--- src/rtl/aes128_package.sv ---
// Shared definitions for the masked AES datapath.
// num_share_0 returns how many fresh random words a zero-sharing of n shares
// consumes: one for two shares, two for three shares, n (ring) for four and up.
package aes128_package;

  localparam int unsigned MIN_SHARES     = 2;
  localparam int unsigned MAX_SHARES     = 8;
  localparam int unsigned MIN_FIFO_DEPTH = 1;
  localparam int unsigned MAX_FIFO_DEPTH = 16;

  function automatic int unsigned num_share_0(input int unsigned n);
    if (n == 2) begin
      return 1;
    end else if (n == 3) begin
      return 2;
    end else begin
      return n;
    end
  endfunction

endpackage

--- src/rtl/zero_sharing_comb.sv ---
// Combinational zero-sharing of one channel.
// Ports:
//   random  : NUM_NEEDED words of BIT_WIDTH bits, word i at [i*BIT_WIDTH +: BIT_WIDTH]
//   sharing : NUM_SHARES shares of BIT_WIDTH bits, share i at [i*BIT_WIDTH +: BIT_WIDTH];
//             the XOR of all shares is zero.
module zero_sharing_comb
  import aes128_package::*;
#(
  parameter int unsigned NUM_SHARES = 2,
  parameter int unsigned BIT_WIDTH  = 2
) (
  input  logic [num_share_0(NUM_SHARES)*BIT_WIDTH-1:0] random,
  output logic [NUM_SHARES*BIT_WIDTH-1:0]              sharing
);

  typedef logic [BIT_WIDTH-1:0] share_t;

  if (NUM_SHARES == 2) begin : g_two
    always_comb begin
      sharing = {random, random};
    end
  end else if (NUM_SHARES == 3) begin : g_three
    share_t r0;
    share_t r1;
    always_comb begin
      r0      = random[0 +: BIT_WIDTH];
      r1      = random[BIT_WIDTH +: BIT_WIDTH];
      sharing = {r0 ^ r1, r1, r0};
    end
  end else begin : g_ring
    // Each word feeds exactly two neighbouring shares, so the ring XORs to zero.
    always_comb begin
      sharing = '0;
      for (int unsigned i = 0; i < NUM_SHARES; i++) begin
        sharing[i*BIT_WIDTH +: BIT_WIDTH] =
          share_t'(random[i*BIT_WIDTH +: BIT_WIDTH] ^
                   random[((i + 1) % NUM_SHARES)*BIT_WIDTH +: BIT_WIDTH]);
      end
    end
  end

endmodule

--- src/rtl/share_zero_stream.sv ---
// Streaming generator of fresh Boolean zero-sharings with a shift-register FIFO.
// Ports:
//   in_clock, in_reset : clock (rising edge), synchronous active-high reset
//   in_random/in_valid/out_in_ready : randomness input handshake
//   in_flush           : discard all buffered sharings
//   out_random/out_valid/in_ready   : head sharing output handshake
//   out_level          : number of buffered sharings
// Slot 0 is the head and drives out_random straight from its flops.
module share_zero_stream
  import aes128_package::*;
#(
  parameter int unsigned NUM_SHARES   = 2,
  parameter int unsigned BIT_WIDTH    = 2,
  parameter int unsigned NUM_CHANNELS = 1,
  parameter int unsigned FIFO_DEPTH   = 2
) (
  input  logic                                                   in_clock,
  input  logic                                                   in_reset,
  input  logic [NUM_CHANNELS*num_share_0(NUM_SHARES)*BIT_WIDTH-1:0] in_random,
  input  logic                                                   in_valid,
  output logic                                                   out_in_ready,
  input  logic                                                   in_flush,
  output logic [NUM_CHANNELS*NUM_SHARES*BIT_WIDTH-1:0]           out_random,
  output logic                                                   out_valid,
  input  logic                                                   in_ready,
  output logic [$clog2(FIFO_DEPTH+1)-1:0]                        out_level
);

  localparam int unsigned NUM_NEEDED = num_share_0(NUM_SHARES);
  localparam int unsigned IN_CH_W    = NUM_NEEDED * BIT_WIDTH;
  localparam int unsigned OUT_CH_W   = NUM_SHARES * BIT_WIDTH;
  localparam int unsigned SHARING_W  = NUM_CHANNELS * OUT_CH_W;
  localparam int unsigned LEVEL_W    = $clog2(FIFO_DEPTH + 1);
  localparam logic [LEVEL_W-1:0] DEPTH_LVL = LEVEL_W'(FIFO_DEPTH);

  if (NUM_SHARES < MIN_SHARES || NUM_SHARES > MAX_SHARES) begin : g_bad_shares
    $error("share_zero_stream: NUM_SHARES must be in 2..8");
  end
  if (FIFO_DEPTH < MIN_FIFO_DEPTH || FIFO_DEPTH > MAX_FIFO_DEPTH) begin : g_bad_depth
    $error("share_zero_stream: FIFO_DEPTH must be in 1..16");
  end

  logic [SHARING_W-1:0] new_sharing;

  for (genvar c = 0; c < NUM_CHANNELS; c++) begin : g_channel
    zero_sharing_comb #(
      .NUM_SHARES (NUM_SHARES),
      .BIT_WIDTH  (BIT_WIDTH)
    ) u_zero_sharing (
      .random  (in_random[c*IN_CH_W +: IN_CH_W]),
      .sharing (new_sharing[c*OUT_CH_W +: OUT_CH_W])
    );
  end

  logic [SHARING_W-1:0] slot_q [FIFO_DEPTH];
  logic [SHARING_W-1:0] slot_d [FIFO_DEPTH];
  logic [LEVEL_W-1:0]   level_q;
  logic [LEVEL_W-1:0]   level_d;
  logic [LEVEL_W-1:0]   wr_idx;
  logic                 can_push;
  logic                 push;
  logic                 pop;

  // No pass-through when full: readiness depends on the registered level only.
  always_comb begin
    can_push = (level_q < DEPTH_LVL);
    push     = in_valid && can_push;
    pop      = (level_q != '0) && in_ready;
    wr_idx   = pop ? (level_q - 1'b1) : level_q;
  end

  always_comb begin
    level_d = level_q;
    if (push && !pop) begin
      level_d = level_q + 1'b1;
    end else if (pop && !push) begin
      level_d = level_q - 1'b1;
    end
  end

  // Shift first, then overlay the write: a same-cycle push lands one slot lower.
  always_comb begin
    for (int unsigned k = 0; k < FIFO_DEPTH; k++) begin
      slot_d[k] = slot_q[k];
    end
    if (pop) begin
      for (int unsigned k = 0; k + 1 < FIFO_DEPTH; k++) begin
        slot_d[k] = slot_q[k+1];
      end
      slot_d[FIFO_DEPTH-1] = '0;
    end
    if (push) begin
      for (int unsigned k = 0; k < FIFO_DEPTH; k++) begin
        if (wr_idx == LEVEL_W'(k)) begin
          slot_d[k] = new_sharing;
        end
      end
    end
  end

  always_ff @(posedge in_clock) begin
    if (in_reset || in_flush) begin
      level_q <= '0;
      for (int unsigned k = 0; k < FIFO_DEPTH; k++) begin
        slot_q[k] <= '0;
      end
    end else begin
      level_q <= level_d;
      for (int unsigned k = 0; k < FIFO_DEPTH; k++) begin
        slot_q[k] <= slot_d[k];
      end
    end
  end

  always_comb begin
    out_random   = slot_q[0];
    out_valid    = (level_q != '0);
    out_in_ready = can_push;
    out_level    = level_q;
  end

  level_bound_a: assert property (@(posedge in_clock) disable iff (in_reset)
    level_q <= DEPTH_LVL);
  level_underflow_a: assert property (@(posedge in_clock) disable iff (in_reset)
    pop |-> (level_q != '0));

endmodule

--- config.mk ---
export PLATFORM = sky130hd
export DESIGN_NAME = share_zero_stream
export DESIGN_NICKNAME = d
export VERILOG_FILES = /design/src/rtl/aes128_package.sv /design/src/rtl/zero_sharing_comb.sv /design/src/rtl/share_zero_stream.sv
export SDC_FILE = /design/constraint.sdc
export NUM_CORES = 1
export LEC_CHECK = 0
export ABC_CLOCK_PERIOD_IN_PS = 1800
export CAP_MARGIN = 15
export CORE_MARGIN = 8
export CORE_UTILIZATION = 39
export DETAILED_ROUTE_END_ITERATION = 10
export HOLD_SLACK_MARGIN = 0.02
export PLACE_DENSITY = 0.78
export SLEW_MARGIN = 25
export SYNTH_ARGS = -nofsm -noshare
export SYNTH_HDL_FRONTEND = slang
export SYNTH_SLANG_ARGS = --single-unit
export TNS_END_PERCENT = 5
--- constraint.sdc ---
create_clock -name in_clock -period 1.8 [get_ports in_clock]
set_clock_uncertainty 0.1 [all_clocks]
set_input_delay 0.27 -clock in_clock [delete_from_list [all_inputs] [get_ports in_clock]]
set_output_delay 0.27 -clock in_clock [all_outputs]
set_load 0.005 [all_outputs]
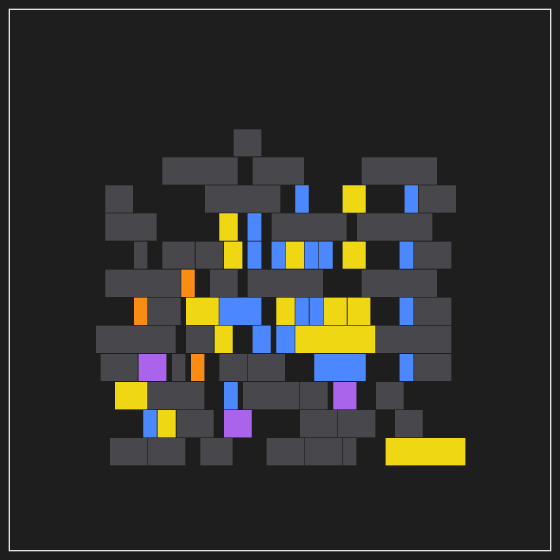
gate_families.png
legend:
  inverters:
    color: orange
    cells: 3
    most_used: inv_1
  inverting AOI/OAI gates:
    color: yellow
    cells: 14
    most_used: a21oi_1
    where: center
  NAND gates:
    color: blue
    cells: 18
    most_used: nand2_1
    where: center
  AND and OR gates:
    color: purple
    cells: 3
final standard cell count with taps included and fillers excluded: 95
Commonest Layout Cell: nand2_1

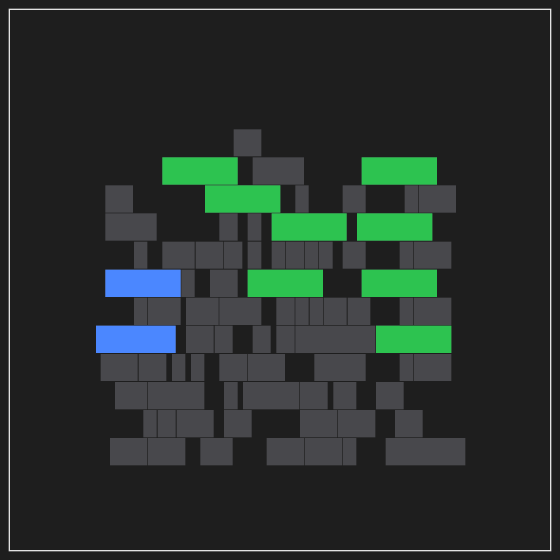
registers.png
Other cells in gray.
legend:
  `out_level`:
    color: blue
    placed_flops: 2
  `slot_q`:
    color: green
    placed_flops: 8
FF/Latch Area: 201.4 µm²
sequential power: 234 µW
final core utilization: 0.5897
flop share of the area: 0.2692

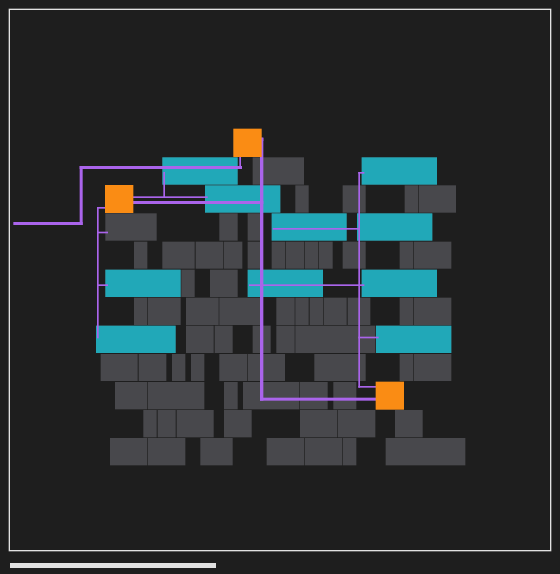
clock_map.png
Scale bar: 20 µm.
legend:
  cells driving clock nets:
    color: orange
    count: 3
  clock wires:
    color: purple
    length: 154 µm
  flip-flops:
    color: cyan
    count: 10
routed clock nets: 4
Clk power: 204 µW
fraction of power consumed by the clock network: 0.354
clk ins delay skew pair: 280 ps

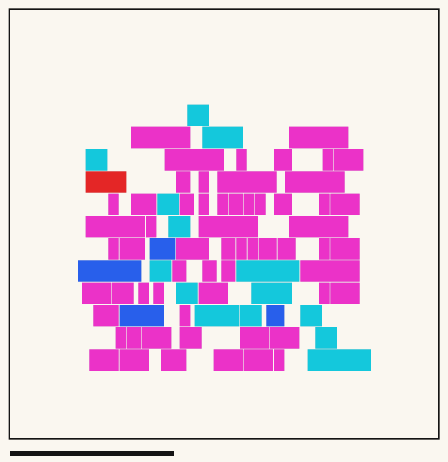
drive_strength.png
Scale bar: 20 µm.
legend:
  drive 6 and up:
    color: red
    cells: 1
    share: 1.3%
  drive 1 or less:
    color: magenta
    cells: 61
    share: 76%
  drive 3 to 4:
    color: cyan
    cells: 14
    share: 18%
  drive 2:
    color: blue
    cells: 4
    share: 5.0%
final instance area: 748.2 µm²
buffer count excluding the clock tree in the final layout: 20
area added between synthesis and finish: 45.50%

==> run notes <==
State of the implementation.

- The yosys stat cell total is 62, for reference.
- For this run, design rule violations remaining after detail routing come to 0.
- By area the synthesized netlist is led by dfxtp_1, nand2_1, a21oi_1.
- The sort of element at the start of the critical path is a register, for reference.
- The script computed a power per unit cell area of 772.9 mW/mm².
- For this block, wires on met1 add up to 515 µm.
- Of the total power, registers draw 0.406.
- The cell sequence reported for the critical path is inv_1, ha_2, buf_4, nor2b_4, mux2_4, o31ai_4, a31oi_1.
- The global placement routability congestion is 0.7931, for reference.
- Summed over all instances, the cell type with the most area after synthesis is dfxtp_1.
- The worst min-delay path category is register to register, for reference.
- The number of buffers created by CTS is 3, for reference.
- The power report attributes to the combinational group a share of 0.241.
- The clock passes through at most 2 buffers.
- The net count of the finished layout is 89.
- Input and output buffers added on the ports amount to 14.
- Synthesis instantiated 22 different standard cells from the library.
- The post-synthesis cell count is 62, for reference.
- Final hold analysis gives a worst-case slack of 357.4 ps.
- The part of the Yosys area used for sequential elements is 0.3893, for reference.
- The number of stages on the worst hold path is 2, for reference.
- The share of the synthesized area in the top cell type is 0.3893, for reference.
- Max-slew check failures listed in the final report amount to 0.
- The core area is 0.001269 mm², for reference.
- The first global-routing pass estimated 1.869 mm of wire.
- Per the repair_timing log after CTS, setup buffers inserted total 1.
- The full die area is 0.002736 mm², for reference.
- Summing over the stages, the warning tally comes to 26.
- The total internal power is 428.7 µW, for reference.
- The largest part of the power goes to sequential cells.
- The switching power as a share of total power is 0.2586, for reference.
- The endpoint type of the worst setup path is a register, for reference.
- The flow ran to the end, and the final reports show no timing, DRC or antenna violations.
- The standard cell area after detailed placement is 665.6 µm², for reference.
- The remaining number of nets flagged by the antenna check after routing is 0, for reference.
- The portion of the clock cycle consumed by the worst path in the final layout is 0.9448, for reference.
- The number of synthesized register bits is 10, for reference.
- The routed design shows a via density per instance of 4.811.
- The report lists the number of cells resized after CTS as 3.
- VDD sags by at most 0.5815 mV.
- The initial antenna violation count is 0, for reference.
- According to the timing report, the data required time at the worst endpoint equals 1860 ps.
- During I/O placement, the number of pins put on the boundary was 15.
- On met1, the global router reports a usage of 0.09355.
- The via count of the first global-routing pass is 443, for reference.
- The maximum cell stage delay along the critical path is 350 ps, for reference.
- The post-layout worst setup margin is 99.39 ps, for reference.
- The library cells used most frequently in the layout, excluding fill and tap cells, are nand2_1, clkdlybuf4s50_1, dfxtp_1, buf_4, a21oi_1.
- The share of the core filled by cells before placement is 0.4053, for reference.
- After floorplanning, the core was divided into 13 placement rows.
- The register with the most flip-flops in the final layout is slot_q.
- The clock tree from TritonCTS is yes, for reference.
- The number of hold-repair buffers added at the cts stage is 0, for reference.
- The CTS clock-pin slew for the worst setup and hold paths is 70 ps, for reference.
- The number of sinks driven by the clock tree is 10, for reference.
- The global routing met3 resource utilization is 0.05966, for reference.
- CTS built an H-tree with a depth of 1.
- The final timing report derives a shortest allowable period of 1701 ps.
- The library cell contributing the largest single delay on the critical path is mux2_4, for reference.
- For this block, the via count after detailed routing is 457.
final timing paths:
kind                             start                 endpoint  slack [ps]
max reg2reg  out_level[0]$_SDFFE_PP0P_  slot_q[0][0]$_SDFF_PP0_         100
min reg2reg    slot_q[0][7]$_SDFF_PP0_  slot_q[0][7]$_SDFF_PP0_         360
min            slot_q[0][7]$_SDFF_PP0_  slot_q[0][7]$_SDFF_PP0_         360
max          out_level[0]$_SDFFE_PP0P_  slot_q[0][0]$_SDFF_PP0_         100
kinds of logic (layout without fill, tap and decap cells):
group	count (synthesis)	in the layout	share of synthesized area
AND-OR/OR-AND	14	14	0.1630
flip-flops	10	10	0.3893
AND/OR/NAND/NOR	25	25	0.2506
buffers and inverters	9	27	0.1095
XOR/XNOR	2	2	0.03407
adder cells (fa/ha/maj)	1	1	0.02433
multiplexers	1	1	0.02919
worst max-delay path, delay by kind of cell (launching register included):
family                     cells  cell delay [ps]
muxes                          1              350
AOI/OAI and AO/OA              2              290
DFF                            1              320
and+or+nand+nor                1              120
buffers and inverters          2              220
adders and majority gates      1              200
Yosys cell counts:
master / n
nand4bb_1: 1
inv_1: 3
or2b_1: 1
or2_2: 1
mux2_4: 1
o31ai_1: 2
nor2b_2: 1
a31oi_1: 4
nand2_1: 14
xnor2_1: 2
o21ai_0: 1
buf_1: 1
a221oi_1: 1
ha_1: 1
nand2b_4: 1
buf_6: 1
dfxtp_1: 10
a21oi_1: 6
nor2_1: 3
and2b_1: 1
buf_4: 4
nand3_1: 2
layout make-up:
type / count / area (µm²) / share of cell area
clock buffer: 4 / 36.28 / 0.04849
inverter: 3 / 11.26 / 0.01505
multi-input combinational: 43 / 296.5 / 0.3963
sequential: 10 / 201.4 / 0.2692
tap: 15 / 18.77 / 0.02508
timing repair buffer: 20 / 183.9 / 0.2458
Power is estimated from default activity; no workload was simulated.
